**Pin map**

(3 px per um) Pins as bars across the die edge, other pins in grey.
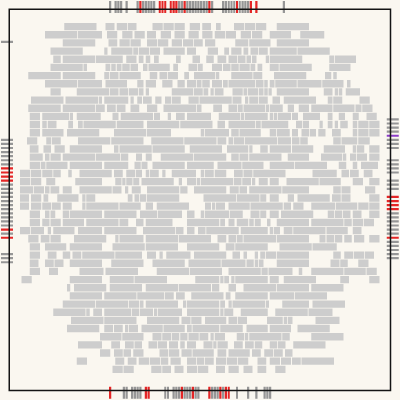
**Cell density map**

(3 px per um) 13 x 13 tiles, from black (low) to pale yellow (high), 0 to 100% covered.
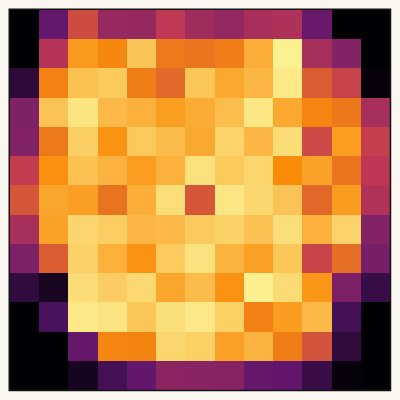
**Metal layers overlaid**

(2 px per um)
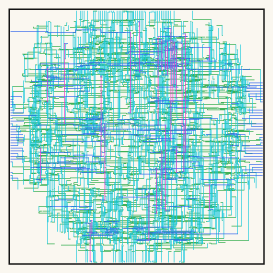
**Cells coloured by class**

(2 px per um)
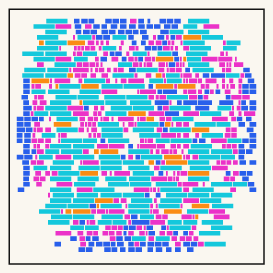
**Clock wiring as the flow saved it**

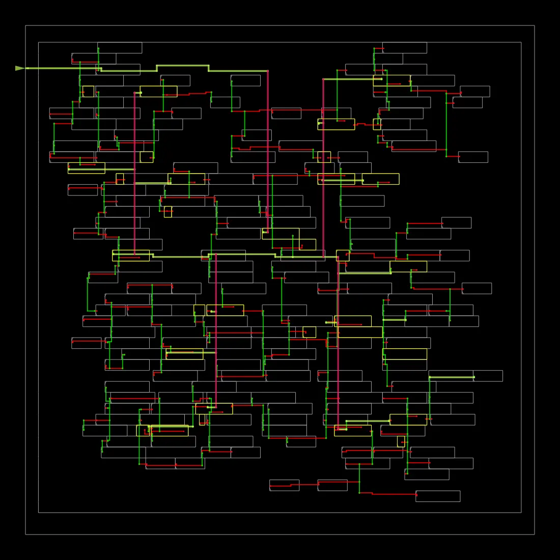
--- config.mk ---
export PLATFORM = sky130hd
export DESIGN_NAME = pc_sequencer
export DESIGN_NICKNAME = d
export VERILOG_FILES = /design/src/rtl/pc_pkg.sv /design/src/rtl/pc_ras.sv /design/src/rtl/pc_sequencer.sv
export SDC_FILE = /design/constraint.sdc
export NUM_CORES = 1
export LEC_CHECK = 0
export ABC_CLOCK_PERIOD_IN_PS = 5000
export CORE_MARGIN = 3
export CORE_UTILIZATION = 53
export DETAILED_ROUTE_END_ITERATION = 8
export PLACE_DENSITY = 0.8
export SLEW_MARGIN = 20
export SYNTH_ARGS = -nofsm -noshare
export SYNTH_HDL_FRONTEND = slang
export SYNTH_SLANG_ARGS = --single-unit
--- constraint.sdc ---
create_clock -name clock -period 5 [get_ports clock]
set_input_delay 1.25 -clock clock [delete_from_list [all_inputs] [get_ports clock]]
set_output_delay 1.25 -clock clock [all_outputs]
set_load 0.02 [all_outputs]
--- src/rtl/pc_pkg.sv ---
// pc_pkg
//   Shared definitions for the fetch-stage program-counter unit.
//   - next_sel_e : which source the next PC is taken from
//   - DEFAULT_PC_WIDTH / DEFAULT_RESET_VECTOR : parameter defaults used by
//     pc_sequencer and pc_ras
package pc_pkg;

  localparam int          DEFAULT_PC_WIDTH     = 32;
  localparam logic [31:0] DEFAULT_RESET_VECTOR = 32'h0000_0000;

  // Next-PC source select, decoded once per cycle by the priority logic.
  typedef enum logic [2:0] {
    SEL_HOLD,
    SEL_SEQ,
    SEL_BR,
    SEL_JMP,
    SEL_RET
  } next_sel_e;

endpackage

--- src/rtl/pc_ras.sv ---
// pc_ras
//   Circular return-address stack, RAS_DEPTH entries of PC_WIDTH bits.
//   A push onto a full stack overwrites the oldest entry.
//   A pop of an empty stack leaves the stack unchanged.
//   Ports:
//     clock, reset  rising-edge clock, synchronous active-high reset
//     push          write push_data as the new top entry
//     pop           discard the top entry (takes priority over push)
//     push_data     address to push
//     top           current top entry (meaningful only when !empty)
//     empty, full   occupancy flags
//     err_ovf       this cycle's push hits a full stack (combinational pulse)
//     err_unf       this cycle's pop hits an empty stack (combinational pulse)
module pc_ras
  import pc_pkg::*;
#(
  parameter int PC_WIDTH  = DEFAULT_PC_WIDTH,
  parameter int RAS_DEPTH = 4
) (
  input  logic                clock,
  input  logic                reset,
  input  logic                push,
  input  logic                pop,
  input  logic [PC_WIDTH-1:0] push_data,
  output logic [PC_WIDTH-1:0] top,
  output logic                empty,
  output logic                full,
  output logic                err_ovf,
  output logic                err_unf
);

  localparam int PTR_W = $clog2(RAS_DEPTH);
  localparam int CNT_W = $clog2(RAS_DEPTH + 1);

  logic [PC_WIDTH-1:0] mem_q [RAS_DEPTH];
  logic [PC_WIDTH-1:0] mem_d [RAS_DEPTH];
  logic [PTR_W-1:0]    wr_ptr_q, wr_ptr_d;
  logic [CNT_W-1:0]    count_q, count_d;
  logic [PTR_W-1:0]    top_idx;
  logic                do_push;
  logic                do_pop;

  // wr_ptr points at the next free slot; the newest entry sits just below it.
  // Because RAS_DEPTH is a power of two, the pointer wraps for free, and when
  // the stack is full wr_ptr lands exactly on the oldest entry, so a push
  // overwrites it without any extra bookkeeping.
  assign top_idx = wr_ptr_q - PTR_W'(1);
  assign top     = mem_q[top_idx];
  assign empty   = (count_q == '0);
  assign full    = (count_q == CNT_W'(RAS_DEPTH));

  assign do_pop  = pop && !empty;
  assign do_push = push && !pop;
  assign err_unf = pop && empty;
  assign err_ovf = do_push && full;

  // Next-state for storage, pointer and occupancy count.
  always_comb begin
    mem_d    = mem_q;
    wr_ptr_d = wr_ptr_q;
    count_d  = count_q;
    if (do_pop) begin
      wr_ptr_d = wr_ptr_q - PTR_W'(1);
      count_d  = count_q - CNT_W'(1);
    end else if (do_push) begin
      mem_d[wr_ptr_q] = push_data;
      wr_ptr_d        = wr_ptr_q + PTR_W'(1);
      if (!full) begin
        count_d = count_q + CNT_W'(1);
      end
    end
  end

  // Only the pointer and count need resetting; stale entries are unreachable
  // once the count is zero.
  always_ff @(posedge clock) begin
    if (reset) begin
      wr_ptr_q <= '0;
      count_q  <= '0;
    end else begin
      wr_ptr_q <= wr_ptr_d;
      count_q  <= count_d;
    end
    mem_q <= mem_d;
  end

endmodule

--- src/rtl/pc_sequencer.sv ---
// pc_sequencer
//   Program-counter unit for the fetch stage. Holds the PC and picks the next
//   PC from sequential, branch, jump, call and return sources, with a fetch
//   stall and an internal return-address stack.
//   Ports:
//     clock, reset     rising-edge clock, synchronous active-high reset
//     stall            hold PC, ignore all redirects this cycle
//     branch_taken     redirect to branch_target
//     jump             redirect to jump_target
//     call             redirect to jump_target and push pc_out+PC_INCR
//     ret              pop the return-address stack into the PC
//     pc_out           registered current PC (instruction-memory address)
//     pc_next          combinational value pc_out takes at the next edge
//     pc_valid         pc_out is a fetchable address
//     ras_empty/full   return-address stack occupancy
//     ras_err          sticky overflow/underflow flag, cleared only by reset
//   Priority: reset > stall > ret > call > jump > branch_taken > sequential.
module pc_sequencer
  import pc_pkg::*;
#(
  parameter int                  PC_WIDTH     = DEFAULT_PC_WIDTH,
  parameter logic [PC_WIDTH-1:0] RESET_VECTOR = PC_WIDTH'(DEFAULT_RESET_VECTOR),
  parameter int                  PC_INCR      = 1,
  parameter int                  RAS_DEPTH    = 4
) (
  input  logic                clock,
  input  logic                reset,
  input  logic                stall,
  input  logic                branch_taken,
  input  logic [PC_WIDTH-1:0] branch_target,
  input  logic                jump,
  input  logic                call,
  input  logic [PC_WIDTH-1:0] jump_target,
  input  logic                ret,
  output logic [PC_WIDTH-1:0] pc_out,
  output logic [PC_WIDTH-1:0] pc_next,
  output logic                pc_valid,
  output logic                ras_empty,
  output logic                ras_full,
  output logic                ras_err
);

  localparam logic [PC_WIDTH-1:0] INCR = PC_WIDTH'(PC_INCR);

  logic [PC_WIDTH-1:0] pc_q, pc_d;
  logic                pc_valid_q, pc_valid_d;
  logic                ras_err_q, ras_err_d;
  logic [PC_WIDTH-1:0] pc_seq;
  logic [PC_WIDTH-1:0] ras_top;
  logic                ras_push;
  logic                ras_pop;
  logic                err_ovf;
  logic                err_unf;
  next_sel_e           sel;

  // Wraps modulo 2^PC_WIDTH through plain truncation.
  assign pc_seq = pc_q + INCR;

  pc_ras #(
    .PC_WIDTH (PC_WIDTH),
    .RAS_DEPTH(RAS_DEPTH)
  ) u_ras (
    .clock    (clock),
    .reset    (reset),
    .push     (ras_push),
    .pop      (ras_pop),
    .push_data(pc_seq),
    .top      (ras_top),
    .empty    (ras_empty),
    .full     (ras_full),
    .err_ovf  (err_ovf),
    .err_unf  (err_unf)
  );

  // Priority decode of the redirect requests. The cycle right after reset
  // (pc_valid still low) holds the PC so RESET_VECTOR is fetched with
  // pc_valid high before the PC starts moving. A ret on an empty stack still
  // pops, so the stack reports the underflow, but the PC goes sequential.
  always_comb begin
    sel      = SEL_SEQ;
    ras_push = 1'b0;
    ras_pop  = 1'b0;
    if (!pc_valid_q || stall) begin
      sel = SEL_HOLD;
    end else if (ret) begin
      ras_pop = 1'b1;
      sel     = ras_empty ? SEL_SEQ : SEL_RET;
    end else if (call) begin
      ras_push = 1'b1;
      sel      = SEL_JMP;
    end else if (jump) begin
      sel = SEL_JMP;
    end else if (branch_taken) begin
      sel = SEL_BR;
    end
  end

  // Next-PC mux; reset overrides everything so pc_next matches what the
  // register will load.
  always_comb begin
    pc_d = pc_seq;
    if (reset) begin
      pc_d = RESET_VECTOR;
    end else begin
      unique case (sel)
        SEL_HOLD: pc_d = pc_q;
        SEL_SEQ:  pc_d = pc_seq;
        SEL_BR:   pc_d = branch_target;
        SEL_JMP:  pc_d = jump_target;
        SEL_RET:  pc_d = ras_top;
        default:  pc_d = pc_seq;
      endcase
    end
  end

  // The valid flag goes high on the first edge out of reset; the error flag
  // accumulates any overflow or underflow until the next reset.
  always_comb begin
    pc_valid_d = 1'b1;
    ras_err_d  = ras_err_q | err_ovf | err_unf;
  end

  always_ff @(posedge clock) begin
    if (reset) begin
      pc_q       <= RESET_VECTOR;
      pc_valid_q <= 1'b0;
      ras_err_q  <= 1'b0;
    end else begin
      pc_q       <= pc_d;
      pc_valid_q <= pc_valid_d;
      ras_err_q  <= ras_err_d;
    end
  end

  assign pc_out   = pc_q;
  assign pc_next  = pc_d;
  assign pc_valid = pc_valid_q;
  assign ras_err  = ras_err_q;

endmodule

==> CHANGELOG.md <==
## Flow update

* Outcome: complete, no violations
* Sw frac at 0.251
* Worst-Margin Slew at 690 ps
* First-pass GRT wire length at around 33000 um
* Cts bufs inserted at 17
* Maxcap violations at 0
* R2r worst-path depth at 6
* Placed Cells at 880
* CTS root buffer: clkbuf_16
* Clk_skew at 9.45 ps
* CTS tree: built
* Boundary pin count at about 140
* Worst hold slack at 500 ps
* Period Utilization, post-route at 0.981
* Net Sw Power at 0.000833 W
* Internal power at 0.00248 W
* Post-Synthesis Cells at roughly 550
* Design Area, Final at slightly above 10000 um2
* Synth Seq Share at 0.600
* Layout net count at 798
* CTS clk-pin slew, worst paths at 60 ps
* RSZ-0062 raised after global routing: yes
Back to the opening pictures, 'pin map':
- purple: branch_taken (pins 1; direction input; edge east)
- red: pc_out (pins 32; direction output; edge 12 north, 9 south, 6 west, 5 east)
die y size: 127 um
PortBufs: 138
die width: 127 um

Back to the opening pictures, 'cell density map':
- nearly empty tiles: 8.9%
- tiles over 75% full: 51%
- densest ninth of the die: centre
- mean over tiles: 62%
- fullest tile: 97%

Back to the opening pictures, 'metal layers overlaid':
- magenta: M4 (wire length 732 um)
- blue: M3 (wire length 2010 um)
- green: M1 (wire length 8270 um)
- cyan: M2 (wire length 11000 um)
total track usage: 0.272
routed wire length: 22000 um
Routed WL per cell: 24.0 um
vias post-DR: 5998

Back to the opening pictures, 'cells coloured by class':
- orange: clock drivers and dummy loads (cells 32)
- magenta: remaining logic cells (cells 347)
- cyan: registers (cells 167)
- blue: remaining buffers and delay cells (cells 188)

Back to the opening pictures, 'clock wiring as the flow saved it':
number of clock sinks: 167
flop count: 167
P_clk: 0.00129 W

## worst paths after layout
| path | startpoint | end | slack [ps] |
|---|---|---|---|
| setup / recovery | ret | pc_next[14] | 90 |
| hold / removal | ras_err | ras_err | 500 |
| setup reg to reg | pc_out[0] | u_ras.mem_q[56] | 2410 |
| hold reg to reg | ras_err | ras_err | 500 |
## power groups by stage
| stage | sequential [W] | combinational (W) | clock, W |
|---|---|---|---|
| finish | 0.00158 | 0.000451 | 0.00129 |
| global route | 0.00158 | 0.000478 | 0.00136 |
| CTS | 0.00157 | 0.000445 | 0.00129 |
| detailed placement | 0.00160 | 0.000451 | 0 |
| global placement | 0.00160 | 0.000438 | 0 |
| floorplan | 0.00162 | 0.000203 | 0 |
## state kept, by name, summed over array words and instances, names as in the netlist
register and cells:
u_ras.mem_q 128, pc_out 32, u_ras.count_q 3, u_ras.wr_ptr_q 2, pc_valid 1, ras_err 1
## kinds of logic (layout without fill, tap and decap cells)
family | after synthesis | after routing | share of synthesized area
flops | 167 | 167 | 0.600
xor+xnor | 33 | 33 | 0.0385
buf+inv | 77 | 257 | 0.0408
simple gates | 92 | 92 | 0.0723
mux | 32 | 32 | 0.0935
fa+ha+maj | 6 | 6 | 0.0107
compound gates | 147 | 147 | 0.144
## Yosys cell counts (2+ instances only)
cell	n
a211oi_1	6
a21o_1	4
a21oi_1	25
a221o_1	5
a221oi_1	53
a222oi_1	8
a22o_1	9
a22oi_1	15
a311oi_1	2
and2_1	8
and3_1	5
and4_1	2
buf_2	14
buf_4	2
clkbuf_1	23
dfxtp_1	39
edfxtp_1	128
ha_1	5
inv_1	36
mux4_2	32
nand2_1	13
nand2b_1	3
nand3_1	8
nand4_1	8
nor2_1	15
nor2b_1	5
nor3_1	4
nor3_2	2
nor4_1	5
o21ai_0	18
or2_2	2
or3_1	2
xnor2_1	16
xor2_1	16
## stage by stage
stage	util	power [W]	setup WS, ps
global placement	0.684	0.00204	-140
floorplan	-	0.00182	699
CTS	0.724	0.00331	2.61
global route	0.727	0.00341	-11.1
finish	0.727	0.00332	93.8
detailed placement	0.684	0.00205	-232
## metal layers
metal / track usage / part of all wire / wire length [um] / vias to the layer above
met5: 0 / 0 / 0 / -
met4: 0.115 / 0.033 / 732 / 0
met3: 0.0568 / 0.092 / 2010 / 69
met2: 0.444 / 0.50 / 11000 / 407
met1: 0.357 / 0.38 / 8270 / 2949
li1: - / - / - / 2573
## critical path: stages
cell             delay (ps)
clkdlybuf4s50_1         510
or4_4                   590
a21oi_4                 270
buf_12                  200
buf_4                   190
nor2b_1                 190
a311oi_1                 80
dlygate4sd2_1           350
## timing repair
action                                  4_1_cts  5_1_grt
buffers inserted                              0        1
gates resized                                30       10
gates cloned                                  0        1
pin swaps                                     0        0
endpoints found under the setup margin       31       14
## final cells by class
type / instances / area share
repair buffers: 188 / 0.180
multi-input cells: 310 / 0.274
clock buffers: 17 / 0.0417
flip-flops and latches: 167 / 0.453
inverters: 37 / 0.0136
clock inverters: 15 / 0.0151
well taps: 180 / 0.0221
No activity file was given, so power comes from the tool's default toggle rates.
